==> images/m4.png <==
Supply wires on this layer in gray.
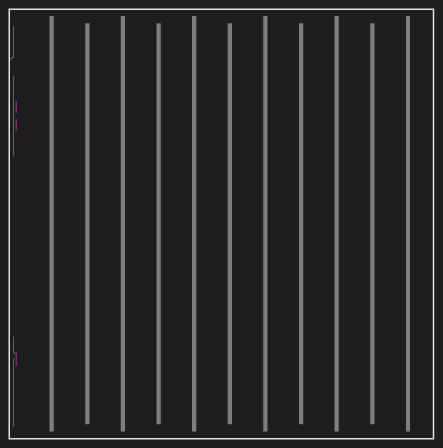
==> images/ff_map.png <==
Other sequential cells in the stronger gray, the rest of the logic in the fainter gray.
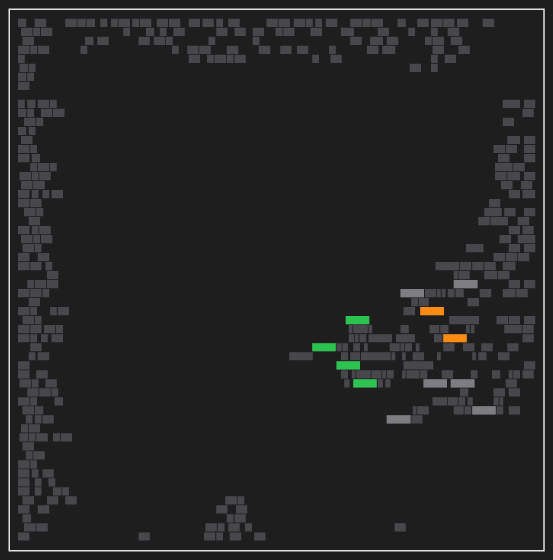
==> images/sizing.png <==
Bar = 50 um.
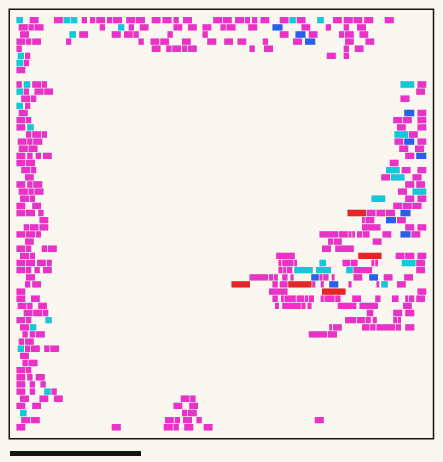
==> config.mk <==
export PLATFORM = sky130hd
export DESIGN_NAME = itcm_icb_arbiter
export DESIGN_NICKNAME = d
export VERILOG_FILES = /design/src/rtl/itcm_icb_arbiter.sv
export SDC_FILE = /design/constraint.sdc
export NUM_CORES = 1
export LEC_CHECK = 0
export CAP_MARGIN = 20
export CORE_AREA = 2 2 159 161
export DETAILED_ROUTE_END_ITERATION = 8
export DIE_AREA = 0 0 161 163
export PLACE_DENSITY = 0.44
export SYNTH_ARGS = -nofsm -noshare
export SYNTH_HDL_FRONTEND = slang
export SYNTH_SLANG_ARGS = --single-unit
==> constraint.sdc <==
create_clock -name clk -period 4.4 [get_ports clk]
set_input_delay 0.88 -clock clk [delete_from_list [all_inputs] [get_ports clk]]
set_output_delay 0.88 -clock clk [all_outputs]
set_load 0.05 [all_outputs]
==> reports/summary.txt <==
Rows: 58
WS Path Type: in2out
Dominant Register Cell: dfxtp_1
Post-CTS Resized: 0
Vias in the first global route: 2046
Pwr dens: 189.5 nW/um2
Sequential share of the synthesized area: 10.04%
HPWL after detailed placement: 7053 um
Post-CTS setup buffer count: 0
Hold path depth: 1
Status: finished, final reports clean
Syn Area/Cell: 7.746 um2
CP required: 3.52 ns
Yosys Instances: 309
Worst-path clk slew: 0.04 ns
Post-synth EDFFs: 0
Share of post-route cells with drive strength above 1: 12.21%
Slew HR: 64.65%
Core area: 24670 um2
Cells after Synth: 309
R2R depth: 6
Critical Path Sink Type: primary output
Pre-CTS setup slack: 0.4161 ns
CP max stage cell: clkdlybuf4s50_1
Yosys cell types: 35
Critical path buffers and inverters: 4
CTS tree: done
Die W: 161 um
Main area contributors: buf_4 (41%), and2_1 (20%), dfxtp_1 (10%)
Unrepaired setup endpoints after global routing: no
DRC viols: 0
IO buf count: 209
Hold buffers post-CTS: 0
H-tree Lvls: 1
Worst min path class: reg2reg
Crit. path cell count: 6
Ys async rst share: 0%
Crit share post-route: 90.69%
Final hold vios: 0
Back to the opening pictures, m4.png:
- main direction: vertical
- wire length on this layer: 89.6 um
- longest straight run: 29.9 um
- nets with wire on the layer: 6
- share of all routed wire: 1.1%
via count: 2089
Post-Route WL: 8251 um

Back to the opening pictures, ff_map.png:
- `r_starve`: green (placed flops 4)
- `r_fifo`: orange (placed flops 2)
- not colored: 6
Seq. pwr: 0.119 mW
Flop area: 240.2 um2
Post-Route Utilization: 16.02%
flop share of the area: 6.076%

Back to the opening pictures, sizing.png:
- x6 and larger: red (cells 5; share 1.3%)
- x2: blue (cells 12; share 3.1%)
- x3 and x4: cyan (cells 30; share 7.8%)
- x1 and smaller: magenta (cells 338; share 88%)
area growth from synthesis to layout: 65.19%
non-clock buffer count in the final layout: 214
design area: 3954 um2
fin worst setup slack: 0.4095 ns

## layout by cell type (no fill, tap or decap), types with 2 or more instances in the layout
cell               n
a21oi_1            6
and2_1            75
buf_12             2
buf_4             21
clkbuf_16          3
clkdlybuf4s50_1  191
dfxtp_1           12
ha_1               3
inv_1              4
mux2_2             9
mux2_4             7
mux2i_1            5
nand2_1           11
nand2b_1           2
nand4b_1           2
nor2_1             6
nor2b_1            3
o21ai_0            2
or3_1              3
xnor2_1            2
## per-layer routing
layer | vias up | GRT usage, % | part of all wire, %
li1 | 1001 | - | -
met1 | 829 | 6.163 | 37
met2 | 244 | 8.155 | 42
met3 | 15 | 5.118 | 20
met4 | 0 | 0.9334 | 1.1
met5 | - | 0 | 0
## cell type report
class                           count  area (um2)  area share [%]
Inverter                            4       15.01          0.3797
Multi-Input combinational cell    152        1101           27.85
Tap cell                          330       412.9           10.44
Sequential cell                    12       240.2           6.076
Clock buffer                        3       75.07           1.899
Timing Repair Buffer              214        2110           53.35
## cell families (layout without fill, tap and decap cells)
group / Yosys count / in the layout / synth area share (%)
DFF: 12 / 12 / 10.04
muxes: 21 / 21 / 10.72
AOI/OAI and AO/OA: 17 / 17 / 5.019
adders and majority gates: 3 / 3 / 1.568
xor gates and xnor gates: 3 / 3 / 1.098
buffers and inverters: 145 / 221 / 44.01
and+or+nand+nor: 108 / 108 / 27.55
## metrics by stage
step	std cells	power [mW]	util, %	cell area, um2
CTS	715	0.7608	16.02	3954
global route	715	0.7865	16.02	3954
finish	715	0.7494	16.02	3954
detailed placement	712	0.5870	15.72	3879
global placement	712	0.5894	15.72	3879
floorplan	309	0.6968	-	2394
## power by group
group	leakage (nW)	internal, mW	switching [mW]
clock network	0.0370	0.119	0.0491
registers	0.0974	0.114	0.00515
logic	1.30	0.210	0.253
Power and IR drop assume default switching activity.
